[config.mk]
export PLATFORM = sky130hd
export DESIGN_NAME = sdma_wdata_router
export DESIGN_NICKNAME = d
export VERILOG_FILES = /design/src/rtl/sdma_wdata_router.sv
export SDC_FILE = /design/constraint.sdc
export NUM_CORES = 1
export LEC_CHECK = 0
export CELL_PAD_IN_SITES_DETAIL_PLACEMENT = 1
export CELL_PAD_IN_SITES_GLOBAL_PLACEMENT = 2
export CORE_AREA = 4 4 520 522
export CTS_CLUSTER_DIAMETER = 50
export DETAILED_ROUTE_END_ITERATION = 6
export DIE_AREA = 0 0 524 526
export PLACE_DENSITY_LB_ADDON = 0.1
export SLEW_MARGIN = 30
export SYNTH_ARGS = -nofsm -noshare
export SYNTH_HDL_FRONTEND = slang
export SYNTH_SLANG_ARGS = --single-unit
[constraint.sdc]
create_clock -name i_clk -period 22.5 [get_ports i_clk]
set_input_delay 5.625 -clock i_clk [delete_from_list [all_inputs] [get_ports i_clk]]
set_output_delay 5.625 -clock i_clk [all_outputs]
set_load 0.005 [all_outputs]
[src/rtl/sdma_wdata_router.sv]
// SDMA write-data router: one holding register steering beats to cache ports or AHB.
// Define SDMA_WDATA_ZEROIDLE_EN to zero every data output whose valid is low.
module sdma_wdata_router #(
  parameter int CDW    = 256,
  parameter int ADW    = 32,
  parameter int NCACHE = 4
) (
  input  logic                   i_clk,
  input  logic                   i_rst,
  input  logic [2:0]             i_inst_dstportid,
  input  logic                   i_wvalid,
  output logic                   o_wready,
  input  logic [CDW-1:0]         i_sdma_dportwdata,
  output logic [ADW-1:0]         o_sdma_ahbwdata,
  output logic                   o_ahb_wvalid,
  input  logic                   i_ahb_wready,
  output logic [NCACHE*CDW-1:0]  o_sdma_cwdata,
  output logic [NCACHE-1:0]      o_cache_wvalid,
  input  logic [NCACHE-1:0]      i_cache_wready,
  output logic                   o_route_err,
  output logic                   o_busy
);

  localparam int RATIO = CDW / ADW;
  localparam int CW = (RATIO > 1) ? $clog2(RATIO) : 1;
  localparam logic [CW-1:0] LAST = CW'(RATIO - 1);

  typedef enum logic [1:0] {IDLE, CACHE, AHB} state_t;

  state_t                     state;
  logic [RATIO-1:0][ADW-1:0]  hold;
  logic [1:0]                 port;
  logic [CW-1:0]              cnt;

  logic [3:0] crdy;
  logic       done;
  logic       accept;
  logic       to_ahb;
  logic       to_cache;

  always_comb begin
    crdy = '0;
    for (int i = 0; i < NCACHE; i++)
      crdy[i] = i_cache_wready[i];
  end

  // The current beat retires this cycle, so a new one may be taken.
  assign done = (state == CACHE && crdy[port]) ||
                (state == AHB && i_ahb_wready && cnt == LAST);

  assign o_wready = !i_rst && (state == IDLE || done);
  assign accept   = i_wvalid && o_wready;
  assign to_ahb   = i_inst_dstportid == 3'b000;
  assign to_cache = i_inst_dstportid[2] &&
                    ({1'b0, i_inst_dstportid[1:0]} < 3'(NCACHE));

  always_ff @(posedge i_clk or posedge i_rst) begin
    if (i_rst) begin
      state       <= IDLE;
      hold        <= '0;
      port        <= '0;
      cnt         <= '0;
      o_route_err <= 1'b0;
    end else begin
      o_route_err <= accept && !to_ahb && !to_cache;
      if (accept) begin
        cnt <= '0;
        unique case (1'b1)
          to_ahb: begin
            hold  <= i_sdma_dportwdata;
            state <= AHB;
          end
          to_cache: begin
            hold  <= i_sdma_dportwdata;
            port  <= i_inst_dstportid[1:0];
            state <= CACHE;
          end
          default: state <= IDLE;
        endcase
      end else if (done) begin
        state <= IDLE;
        cnt   <= '0;
      end else if (state == AHB && i_ahb_wready) begin
        cnt <= cnt + 1'b1;
      end
    end
  end

  assign o_ahb_wvalid = state == AHB;
  assign o_busy       = state != IDLE;

  always_comb begin
    o_cache_wvalid = '0;
    for (int i = 0; i < NCACHE; i++)
      o_cache_wvalid[i] = (state == CACHE) && (port == 2'(i));
  end

  always_comb begin
    o_sdma_ahbwdata = hold[cnt];
    o_sdma_cwdata   = '0;
    for (int i = 0; i < NCACHE; i++)
      o_sdma_cwdata[i*CDW +: CDW] = hold;
`ifdef SDMA_WDATA_ZEROIDLE_EN
    if (!o_ahb_wvalid)
      o_sdma_ahbwdata = '0;
    for (int i = 0; i < NCACHE; i++)
      if (!o_cache_wvalid[i])
        o_sdma_cwdata[i*CDW +: CDW] = '0;
`else
`endif
  end

endmodule
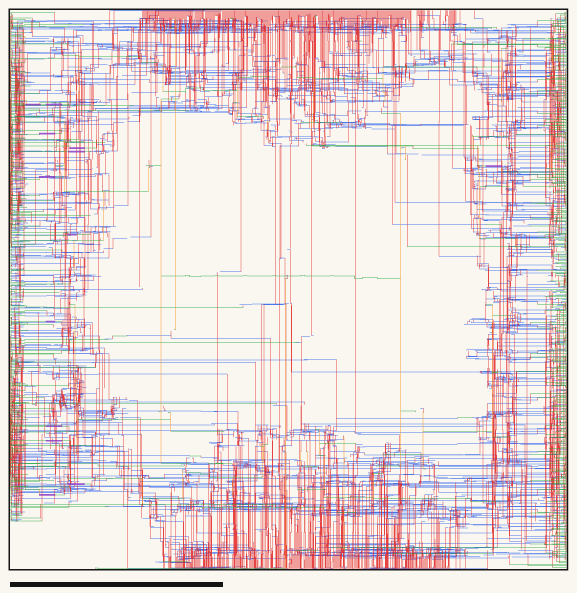
**Above:** run 1 (signal wires by layer).
Bar = 200 µm.
| color | layer | wire length |
|---|---|---|
| green | metal 3 | 13200 µm |
| red | metal 2 | 67.3 mm |
| orange | metal 4 | 2520 µm |
| blue | metal 1 | 55.0 mm |
| purple | metal 5 | 165 µm |
drt wl/cell: 24.2 µm
final wirelength: 138000 µm
total global-route track usage: 9.61%

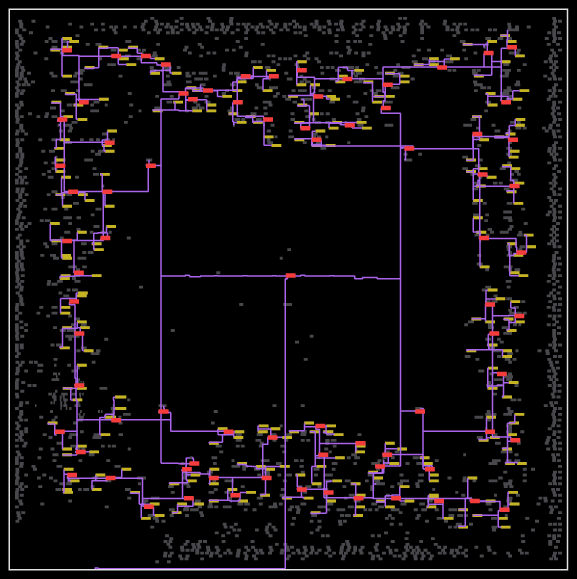
**Above:** run 1 (clock network drawn from the DEF).
[red] clock drivers | count: 79
[yellow] flip-flops | count: 264
[purple] clock wires | length: 8080 µm
routed clock nets: 80
flops lie: widely spread

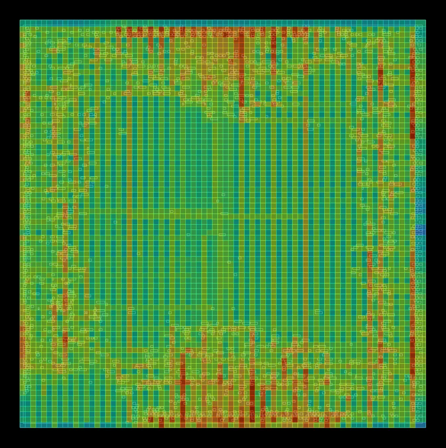
**Above:** run 1 (routing congestion).
GR Layer Usage met3: 3.63%
grt met2 use: 16.4%
final core occ: 12.5%
met1 Track Usage GR: 11.2%
grt peak-use layer: met2

run 1: synthesized netlist by cell type (all sizes together) (2+ instances only):
library cell	instances	area share, %
a21oi	2	0.053
buf	808	34
clkbuf	8	0.17
dfrtp	264	35
ha	2	0.13
mux2	292	22
mux4	64	7.6
nand2	10	0.20
nand2b	3	0.099
nand3	4	0.11
nor2	4	0.079
nor2b	3	0.099
nor3	2	0.053
o21ai	4	0.17
o22ai	2	0.14
or2	2	0.066
run 1: registers in the layout (all words and copies together) (netlist names):
register,cells
cnt,3
o_route_err,1
o_sdma_cwdata,256
port,2
state,2
run 1: power groups by stage:
stage,clock (mW),sequential (mW),combinational [mW]
2_1_floorplan,0,1.04,1.79
3_3_place_gp,0,1.58,3.46
3_5_place_dp,0,1.59,3.40
4_1_cts,1.17,1.59,3.42
5_1_grt,1.19,1.60,3.50
6_report,1.11,1.51,3.30
run 1: metrics by stage:
step / cell area [µm²] / std cells / setup WS, ps
detailed placement: 30500 / 5557 / 9490
finish: 33100 / 5713 / 9540
floorplan: 18900 / 1484 / 9590
CTS: 33100 / 5700 / 9470
global placement: 30500 / 5556 / 9410
global route: 33100 / 5703 / 9370
run 1: layer usage:
| metal | GRT usage, % | share of wire (%) | vias to the layer above |
|---|---|---|---|
| met1 | 11.2 | 40 | 6790 |
| met5 | 0 | 0.12 | - |
| met4 | 2.57 | 1.8 | 26 |
| li1 | - | - | 5544 |
| met2 | 16.4 | 49 | 918 |
| met3 | 3.63 | 9.5 | 131 |
run 1: how the worst min path moves through the flow:
stage               depth (start not counted)  slack, ps               start                 end
global placement                            1        630   o_sdma_cwdata[34]   o_sdma_cwdata[34]
global route                                1        670   o_sdma_cwdata[34]   o_sdma_cwdata[34]
finish                                      1        640   o_sdma_cwdata[34]   o_sdma_cwdata[34]
CTS                                         1        650   o_sdma_cwdata[34]   o_sdma_cwdata[34]
detailed placement                          1        630   o_sdma_cwdata[34]   o_sdma_cwdata[34]
floorplan                                   1        590  o_sdma_cwdata[170]  o_sdma_cwdata[170]
run 1: cell type report:
type	instances	area (µm²)
diodes	13	32.5
clock buffers	117	2330
clock inverters	26	264
fillers	30400	232000
inverters	1	11.3
multi-input cells	403	5930
flip-flops and latches	264	6620
well taps	3533	4420
repair buffers	1356	13500
run 1: logic make-up after synthesis:
kind of cell | share of synthesized area, %
adder cells (fa/ha/maj) | 0.132
multiplexers | 29.8
buffers and inverters | 33.8
AND/OR/NAND/NOR | 0.865
AND-OR/OR-AND | 0.469
flip-flops | 34.9
XOR/XNOR | 0.0462
==> results.py, run 1 <==
# Auto-generated metrics
metrics = {
    "final_timing": {
        "hold_ws_ps": 641,
        "finalClockPeriodUsage_pct": 57.6,
        "setup_violations": 0,
        "slew_viol_final": 0,
        "fin_crit_ps": 12960,
        "worst_clock_skew_ps": 17.5,
        "worst_slew_pin_slew_ps": 974,
        "fmax_mhz": 77.2,
        "final.setup.tns_ps": 0,
        "final_hold_viol_count": 0,
        "grt_setup_unrepaired": "false",
        "slew_headroom_pct": 35.0,
    },
    "route": {
        "drtAntennaViolNets": 0,
        "drc": 0,
        "vias": 13400,
        "firstDrtPassIters": 4,
        "viasPerCell": 2.35,
        "drt_iter0_drc": 385,
    },
    "power": {
        "p_switching_mw": 2.26,
        "power_density_nw_per_um2": 179,
        "comb_power_share_pct": 55.8,
        "ir_worst_vdd_mv": 0.0460,
        "power.internal_mw": 3.66,
        "power.leakage_nw": 12.1,
        "seq_power_share_pct": 25.5,
        "p_total_mw": 5.92,
        "switching_share_pct": 38.1,
        "pwr-share-clk_pct": 18.7,
    },
    "flow_run": {
        "tool_warnings": 26,
        "maxCapViolations": 0,
    },
    "clocking": {
        "htreeDepth": 3,
        "cts_tree": "done",
        "cts_inserted_buffers": 79,
        "cts_root_buf": "clkbuf_16",
        "cts_hold_buffers": 0,
        "post-cts-setup-buffer-count": 0,
        "cts_sinks": 264,
        "clockBufferDepth": 3,
        "clk_pin_slew_ps": 40,
        "cts-resized-gates": 0,
        "clock_latency_ps": 680,
    },
    "setup_path": {
        "cp_max_fo": 6,
        "r2r_slack_ps": 17900,
        "worstPathRequired_ps": 16880,
        "arrival_ps": 7330,
        "r2r-start": "cnt[2]",
        "critPathLaunchType": "input pin",
        "cp.buffers_inverters": 2,
        "cp_common_cell": "clkdlybuf4s50_1",
        "cp_num_cells": 6,
        "startpoint": "i_ahb_wready",
        "slowest_delay_ps": 590,
        "critical_path_class": "in -> out",
        "crit_path_end_kind": "output pin",
        "critPathSlowestCell": "clkdlybuf4s50_1",
        "reg2regPathDepth": 9,
        "timing.rr.end": "o_sdma_cwdata[162]",
        "critPathTopFamily": "buffers and inverters",
        "crit_end": "o_wready",
        "crit_path_cell_trace": "clkdlybuf4s50_1 -> nand2_1 -> o21ai_0 -> nand2b_1 -> nor2_1 -> clkdlybuf4s50_1",
    },
    "run_status": {
        "status": "complete, no violations",
    },
    "finish": {
        "drive_gt1_share_pct": 23.7,
        "fin_nets": 2374,
        "area_delta_synth_final_pct": 75.0,
        "mostFrequentLayoutCell": "clkdlybuf4s50_1",
        "most-common-layout-cells": "clkdlybuf4s50_1 (1330), dfrtp_1 (261), mux2_4 (242), clkbuf_16 (81), mux4_2 (64)",
    },
    "floorplanning": {
        "io_pins": 1331,
        "core_um2": 265000,
        "fp_util_pct": 7.14,
        "rows": 189,
        "die_area_um2": 276000,
        "die_height_um": 526,
        "die_x_um": 524,
    },
    "placement": {
        "dp_hpwl_um": 112000,
        "place.gp.congestion": 0.692,
        "io_buffers": 1330,
    },
    "global_routing": {
        "grt_pass1_vias": 15300,
        "antenna_found_initial": 40,
        "grt_pass1_wl_um": 174000,
        "grt_max_degree": 85,
        "grt-ovfl-total": 0,
    },
    "hold_path": {
        "hold_path.class": "reg -> reg",
    },
    "synth": {
        "ys_seq_share_pct": 34.9,
        "synth_cell_types": 33,
        "numSynthFlops": 264,
        "yosys_cells": 1484,
        "synthCells": 1484,
        "synth_chip_area_um2": 18900,
        "async_flop_share_pct": 100,
        "fp_nets": 1753,
        "ff_type": "dfrtp_1",
        "edf_count": 0,
        "yosysWarnings": 0,
        "syn_area_per_cell_um2": 12.8,
        "netlist_area_um2": 18900,
    },
}
==> inputs of run 2 (changes only) <==
--- a/config.mk
+++ b/config.mk
@@ -7,10 +7,10 @@
 export LEC_CHECK = 0
 export CELL_PAD_IN_SITES_DETAIL_PLACEMENT = 1
 export CELL_PAD_IN_SITES_GLOBAL_PLACEMENT = 2
-export CORE_AREA = 4 4 520 522
+export CORE_AREA = 4 4 517 519
 export CTS_CLUSTER_DIAMETER = 50
 export DETAILED_ROUTE_END_ITERATION = 6
-export DIE_AREA = 0 0 524 526
+export DIE_AREA = 0 0 521 523
 export PLACE_DENSITY_LB_ADDON = 0.1
 export SLEW_MARGIN = 30
 export SYNTH_ARGS = -nofsm -noshare
==> constraint.sdc (replaced) <==
create_clock -name i_clk -period 12.9 [get_ports i_clk]
set_input_delay 3.225 -clock i_clk [delete_from_list [all_inputs] [get_ports i_clk]]
set_output_delay 3.225 -clock i_clk [all_outputs]
set_load 0.005 [all_outputs]
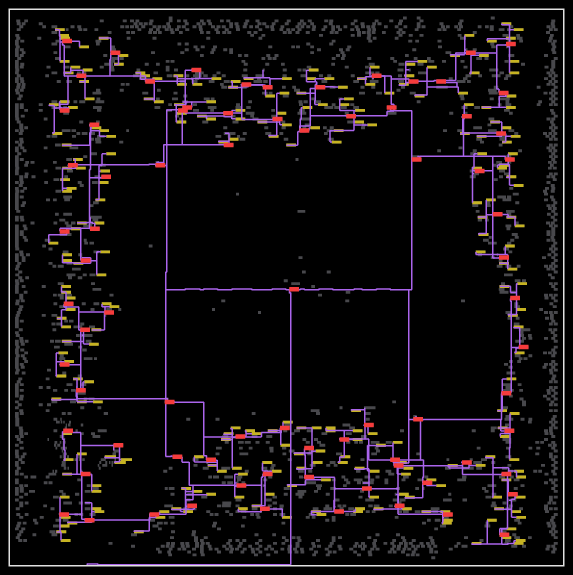
**Above:** run 2 (clock network drawn from the DEF).
[yellow] flip-flops | count: 264
[red] clock drivers | count: 78
[purple] clock wires | length: 8550 µm
flops lie: widely spread

==> run 2 against run 1 <==
Effect of this change:
- clock power grew 86%
- worst setup slack got worse by 5000 ps
- design area is 0.27% higher
- via count is essentially flat
- synthesized cell count is the same
- first-iteration DRC count fell by 3.9%
- routed wire length is 0.69% higher
- critical endpoint unchanged
- global-route usage increased by 0.13 points
- count of clock-buffer cells in the layout down 13
- sequential share of layout area is 0.053 points lower
- sequential cell count did not move
==> results.py, run 2 <==
# Auto-generated metrics
metrics = {
    "synth": {
        "yosysWarnings": 0,
        "syn_area_per_cell_um2": 12.8,
        "synth.cells.most_frequent": "buf_4 (769), dfrtp_1 (264), mux2_4 (242), mux4_2 (64), mux2_2 (50)",
        "numSynthFlops": 264,
        "synth_chip_area_um2": 18900,
        "ys_seq_share_pct": 34.9,
        "yosysTopAreaCellShare_pct": 34.9,
        "ff_type": "dfrtp_1",
        "fp_nets": 1753,
        "synth_cell_types": 33,
        "netlist_area_um2": 18900,
        "synth.most_common_cell": "buf_4",
        "area_leaders": "dfrtp_1 (35%), buf_4 (30%), mux2_4 (19%), mux4_2 (7.6%), mux2_2 (3.0%)",
        "top_area_cell": "dfrtp_1",
        "async_flop_share_pct": 100,
        "synthCells": 1484,
        "yosys_cells": 1484,
        "edf_count": 0,
    },
    "route": {
        "vias": 13400,
        "wl_per_cell_um": 24.5,
        "drc": 0,
        "firstDrtPassIters": 4,
        "drt_iter0_drc": 370,
        "drtAntennaViolNets": 0,
        "viasPerCell": 2.36,
        "wirelength_um": 139000,
    },
    "power": {
        "pwr-share-clk_pct": 19.8,
        "p_switching_mw": 3.91,
        "comb_power_share_pct": 54.9,
        "switching_share_pct": 37.4,
        "power.internal_mw": 6.53,
        "seq_power_share_pct": 25.3,
        "power_density_nw_per_um2": 314,
        "ir_worst_vdd_mv": 0.0832,
        "power.leakage_nw": 12.1,
    },
    "clocking": {
        "cts_inserted_buffers": 78,
        "cts-resized-gates": 0,
        "htreeDepth": 3,
        "clock_latency_ps": 650,
        "cts_root_buf": "clkbuf_16",
        "cts_sinks": 264,
        "cts_hold_buffers": 0,
        "clk_pin_slew_ps": 40,
        "post-cts-setup-buffer-count": 0,
        "clockBufferDepth": 3,
        "cts_tree": "done",
    },
    "floorplanning": {
        "die_area_um2": 272000,
        "core_um2": 262000,
        "rows": 188,
        "fp_util_pct": 7.23,
        "die_x_um": 521,
        "io_pins": 1331,
        "die_height_um": 523,
    },
    "setup_path": {
        "critical_path_class": "in -> out",
        "crit_path_end_kind": "output pin",
        "arrival_ps": 5090,
        "worstPathRequired_ps": 9680,
        "critPathLaunchType": "input pin",
        "cp_max_fo": 6,
    },
    "finish": {
        "fin_nets": 2369,
        "most-common-layout-cells": "clkdlybuf4s50_1 (1330), dfrtp_1 (261), mux2_4 (242), clkbuf_16 (79), mux4_2 (64)",
        "mostFrequentLayoutCell": "clkdlybuf4s50_1",
        "largest_reg_flops": 256,
        "drive_gt1_share_pct": 23.7,
        "area_delta_synth_final_pct": 75.5,
        "fillers": 30200,
    },
    "placement": {
        "place.gp.congestion": 0.677,
        "io_buffers": 1330,
        "dp_hpwl_um": 112000,
    },
    "final_timing": {
        "finalClockPeriodUsage_pct": 64.4,
        "slew_headroom_pct": 36.0,
        "setup_violations": 0,
        "fmax_mhz": 120,
        "final_hold_viol_count": 0,
        "worst_slew_pin_slew_ps": 960,
        "final.setup.tns_ps": 0,
        "worst_clock_skew_ps": 19.3,
        "grt_setup_unrepaired": "false",
        "fin_crit_ps": 8310,
        "slew_viol_final": 0,
    },
    "global_routing": {
        "grt_max_degree": 108,
        "antenna_found_initial": 40,
        "grt_pass1_wl_um": 174000,
        "grt-ovfl-total": 0,
        "grt_use_total_pct": 9.73,
        "grt_pass1_vias": 15500,
    },
    "flow_run": {
        "tool_warnings": 29,
        "maxCapViolations": 0,
    },
    "hold_path": {
        "hold_path.class": "reg -> reg",
    },
    "run_status": {
        "status": "complete, no violations",
    },
}
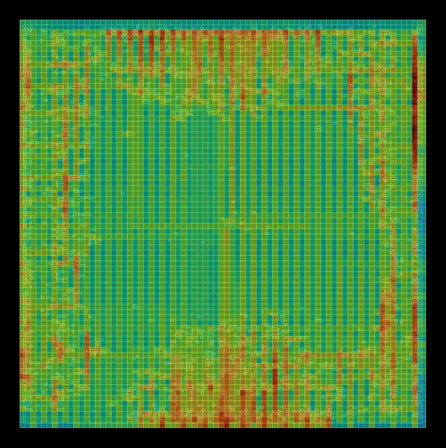
**Above:** run 2 (routing congestion).
GR Layer Usage met3: 3.60%
grt met2 use: 17.1%
final core occ: 12.7%
met1 Track Usage GR: 11.0%

run 2: cell counts after synthesis:
Identical to the previous run, type by type.
run 2: kinds of logic (layout without fill, tap and decap cells):
kind of cell | Yosys count | after routing | synth area share (%)
buf+inv | 817 | 1488 | 33.8
mux | 357 | 357 | 29.8
flops | 264 | 264 | 34.9
simple gates | 32 | 32 | 0.865
compound gates | 11 | 11 | 0.469
fa+ha+maj | 2 | 2 | 0.132
xor+xnor | 1 | 1 | 0.0462
other cells | 0 | 11 | 0
run 2: worst paths after layout:
check                                          end  depth (start not counted)  slack [ps]          startpoint
worst max register to register  o_sdma_cwdata[161]                          8        9110              cnt[0]
worst min-delay path            o_sdma_cwdata[243]                          1         630  o_sdma_cwdata[243]
worst min register to register  o_sdma_cwdata[243]                          1         630  o_sdma_cwdata[243]
max in group asynchronous        o_sdma_cwdata[32]                          4        7710               i_rst
min in group asynchronous       o_sdma_cwdata[238]                          2        3240               i_rst
worst max-delay path                      o_wready                          6        4590        i_ahb_wready
run 2: per-layer routing:
layer | track usage, % | up-vias | routed length, µm
met5 | 0 | - | 194
met4 | 2.66 | 28 | 2880
met3 | 3.60 | 159 | 12400
met2 | 17.1 | 912 | 69200
met1 | 11.0 | 6781 | 54500
li1 | - | 5517 | -
run 2: metrics by stage:
step | power, mW | hold WS (ps) | cells | cell area [µm²] | setup slack, ps
5_1_grt | 11.1 | 671 | 5673 | 33200 | 4420
6_report | 10.4 | 633 | 5681 | 33200 | 4590
3_5_place_dp | 8.71 | 629 | 5535 | 30500 | 4570
3_3_place_gp | 8.80 | 628 | 5535 | 30500 | 4510
4_1_cts | 10.9 | 647 | 5670 | 33200 | 4550
2_1_floorplan | 4.94 | 589 | 1484 | 18900 | 2390
run 2: layout make-up:
class	instances	area [µm²]	area share [%]
well taps	3515	4400	13.2
diodes	11	27.5	0.0828
clock inverters	31	507	1.52
multi-input cells	403	5930	17.9
clock buffers	104	2210	6.65
inverters	1	11.3	0.0339
repair buffers	1352	13500	40.7
flip-flops and latches	264	6620	19.9
run 2: power groups by stage:
stage / combinational (mW) / clock (mW) / sequential [mW]
detailed placement: 5.90 / 0 / 2.81
global placement: 6.03 / 0 / 2.77
finish: 5.72 / 2.07 / 2.64
CTS: 5.93 / 2.19 / 2.81
global route: 6.07 / 2.21 / 2.82
floorplan: 3.13 / 0 / 1.82
run 2: critical path, cell delays in order:
cell             delay [ps]
clkdlybuf4s50_1         610
nand2_1                  90
o21ai_0                 250
nand2b_1                140
nor2_1                  210
clkdlybuf4s50_1         560
==> inputs of run 3 (changes only) <==
==> constraint.sdc (replaced) <==
create_clock -name i_clk -period 7.75 [get_ports i_clk]
set_input_delay 1.9375 -clock i_clk [delete_from_list [all_inputs] [get_ports i_clk]]
set_output_delay 1.9375 -clock i_clk [all_outputs]
set_load 0.005 [all_outputs]
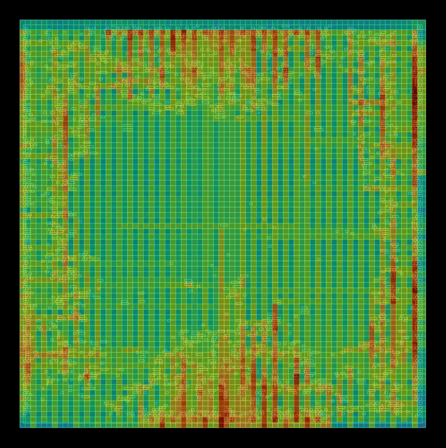
**Above:** run 3 (routing congestion).
grt met2 use: 16.8%
met1 Track Usage GR: 11.1%
GR Layer Usage met3: 3.83%
total global-route track usage: 9.82%
final core occ: 12.7%

==> run 3 against run 2 <==
Effect of this change:
- critical path depth decreased by 2
- clock power is 62% higher
- clock skew grew 1.6 ps
- design area rose by 0.46%
- largest power group unchanged
- synthesized area is the same
- highest routed layer unchanged
- worst hold slack got worse by 11 ps
==> results.py, run 3 <==
# Auto-generated metrics
metrics = {
    "clocking": {
        "post-cts-setup-buffer-count": 0,
        "clock_latency_ps": 690,
        "clockBufferDepth": 3,
        "cts_tree": "done",
        "cts-resized-gates": 0,
        "htreeDepth": 3,
        "cts_hold_buffers": 0,
        "cts_sinks": 264,
        "cts_inserted_buffers": 78,
        "cts_root_buf": "clkbuf_16",
        "clk_pin_slew_ps": 40,
    },
    "placement": {
        "placed_area_um2": 30600,
        "dp_hpwl_um": 114000,
        "io_buffers": 1330,
        "place.gp.congestion": 0.684,
        "dp.cells": 5546,
    },
    "route": {
        "drtAntennaViolNets": 0,
        "firstDrtPassIters": 4,
        "wl_per_cell_um": 24.5,
        "vias": 13500,
        "wirelength_um": 140000,
        "viasPerCell": 2.36,
        "drt_iter0_drc": 394,
        "drc": 0,
    },
    "synth": {
        "synth.cells.most_frequent": "buf_4 (769), dfrtp_1 (264), mux2_4 (242), mux4_2 (64), mux2_2 (50)",
        "fp_nets": 1753,
        "ys_seq_share_pct": 34.9,
        "synth.most_common_cell": "buf_4",
        "synth_cell_types": 33,
        "yosysWarnings": 0,
        "top_area_cell": "dfrtp_1",
        "yosys_cells": 1484,
        "ff_type": "dfrtp_1",
        "numSynthFlops": 264,
        "netlist_area_um2": 18900,
        "area_leaders": "dfrtp_1 (35%), buf_4 (30%), mux2_4 (19%), mux4_2 (7.6%), mux2_2 (3.0%)",
        "syn_area_per_cell_um2": 12.8,
        "async_flop_share_pct": 100,
        "synth_chip_area_um2": 18900,
        "edf_count": 0,
        "synthCells": 1484,
        "yosysTopAreaCellShare_pct": 34.9,
    },
    "power": {
        "seq_power_share_pct": 25.1,
        "power.internal_mw": 10.8,
        "switching_share_pct": 38.1,
        "p_total_mw": 17.4,
        "power_density_nw_per_um2": 520,
        "comb_power_share_pct": 55.6,
        "pwr-share-clk_pct": 19.3,
        "power.leakage_nw": 12.1,
        "ir_worst_vdd_mv": 0.142,
        "p_switching_mw": 6.61,
    },
    "finish": {
        "final_cells": 5709,
        "largest_reg_flops": 256,
        "final_area_um2": 33400,
        "most-common-layout-cells": "clkdlybuf4s50_1 (1330), dfrtp_1 (260), mux2_4 (242), clkbuf_16 (78), mux4_2 (64)",
        "fin_nets": 2381,
        "fillers": 30200,
        "drive_gt1_share_pct": 24.3,
        "area_delta_synth_final_pct": 76.3,
        "mostFrequentLayoutCell": "clkdlybuf4s50_1",
    },
    "final_timing": {
        "grt_setup_unrepaired": "false",
        "final.setup.tns_ps": 0,
        "hold_ws_ps": 622,
        "fin_crit_ps": 5740,
        "slew_headroom_pct": 27.6,
        "worst_slew_pin_slew_ps": 1090,
        "finalClockPeriodUsage_pct": 74.0,
        "final_hold_viol_count": 0,
        "worst_clock_skew_ps": 20.9,
        "slew_viol_final": 0,
        "setup_violations": 0,
        "fmax_mhz": 174,
    },
    "setup_path": {
        "cp_max_fo": 23,
        "cp.buffers_inverters": 2,
        "crit_path_cell_trace": "buf_4 -> mux4_2 -> mux2_2 -> clkdlybuf4s50_1",
        "slowest_delay_ps": 870,
        "critPathLaunchType": "flip-flop",
        "critPathTopFamily": "buffers and inverters",
        "crit_path_end_kind": "output pin",
        "worstPathRequired_ps": 5810,
        "critPathSlowestCell": "dfrtp_4",
        "arrival_ps": 3800,
        "critical_path_class": "reg -> out",
    },
    "floorplanning": {
        "fp_util_pct": 7.23,
        "rows": 188,
        "die_area_um2": 272000,
        "die_height_um": 523,
        "core_um2": 262000,
        "die_x_um": 521,
        "io_pins": 1331,
    },
    "global_routing": {
        "grt_max_degree": 105,
        "grt_pass1_wl_um": 175000,
        "grt_pass1_vias": 15500,
        "grt-ovfl-total": 0,
        "antenna_found_initial": 52,
    },
    "run_status": {
        "status": "complete, no violations",
    },
    "hold_path": {
        "hold_path.class": "reg -> reg",
    },
    "flow_run": {
        "tool_warnings": 31,
        "maxCapViolations": 0,
    },
}
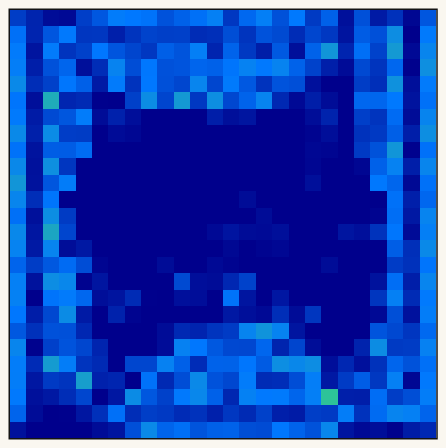
**Above:** run 3 (cell density map).
The die is cut into 26 by 26 equal tiles; dark blue is low, red is high, 0 to 100% covered.
nearly empty tiles: 34%
mean over tiles: 11%
emptiest ninth of the die: center
fullest tile: 44%

[run 3: cell counts after synthesis]
No cell type changed its count.
[run 3: worst paths after layout]
kind,start,end,slack [ps],depth (start not counted)
min reg2reg,o_sdma_cwdata[173],o_sdma_cwdata[173],620,1
min in group asynchronous,i_rst,o_route_err,1810,2
max in group asynchronous,i_rst,o_sdma_cwdata[1],4660,3
max reg2reg,cnt[0],o_sdma_cwdata[222],4280,8
max,cnt[0],o_sdma_ahbwdata[28],2010,4
min,o_sdma_cwdata[173],o_sdma_cwdata[173],620,1
[run 3: per-layer routing]
metal	GRT usage, %	vias to the layer above	wire (µm)
li1	-	5567	-
met1	11.1	6791	54600
met2	16.8	936	68700
met3	3.83	160	12800
met4	3.39	26	3710
met5	0	-	150
[run 3: worst reg2reg max path, delay by kind of cell (launching register included)]
kind,cells,cell delay [ps]
fa+ha+maj,2,520
mux,1,570
simple gates,2,430
flops,1,870
compound gates,1,230
buf+inv,2,740
[run 3: power groups by stage]
stage               Clock (mW)  Sequential, mW  Combinational, mW
floorplan                    0            3.02               5.20
global placement             0            4.53               10.2
detailed placement           0            4.59               9.96
CTS                       3.54            4.58               10.0
global route              3.58            4.63               10.3
finish                    3.35            4.35               9.65
[run 3: logic make-up after synthesis]
logic type	share of synthesized area [%]
xor gates and xnor gates	0.0462
and+or+nand+nor	0.865
adders and majority gates	0.132
buffers and inverters	33.8
DFF	34.9
AOI/OAI and AO/OA	0.469
muxes	29.8
[run 3: area by class of cell]
class / count / area, µm² / share of cell area [%]
clock inverters: 33 / 454 / 1.36
diodes: 22 / 55.1 / 0.165
flip-flops and latches: 264 / 6620 / 19.8
clock buffers: 107 / 2230 / 6.68
well taps: 3515 / 4400 / 13.2
multi-input cells: 403 / 5930 / 17.8
repair buffers: 1364 / 13700 / 41.0
inverters: 1 / 7.51 / 0.0225
[run 3: metrics by stage]
stage	util, %	worst slack [ps]
2_1_floorplan	-	1500
3_3_place_gp	11.7	1970
3_5_place_dp	11.7	2060
4_1_cts	12.7	1670
5_1_grt	12.7	1750
6_report	12.7	2010
No activity file was given, so power comes from the tool's default toggle rates.
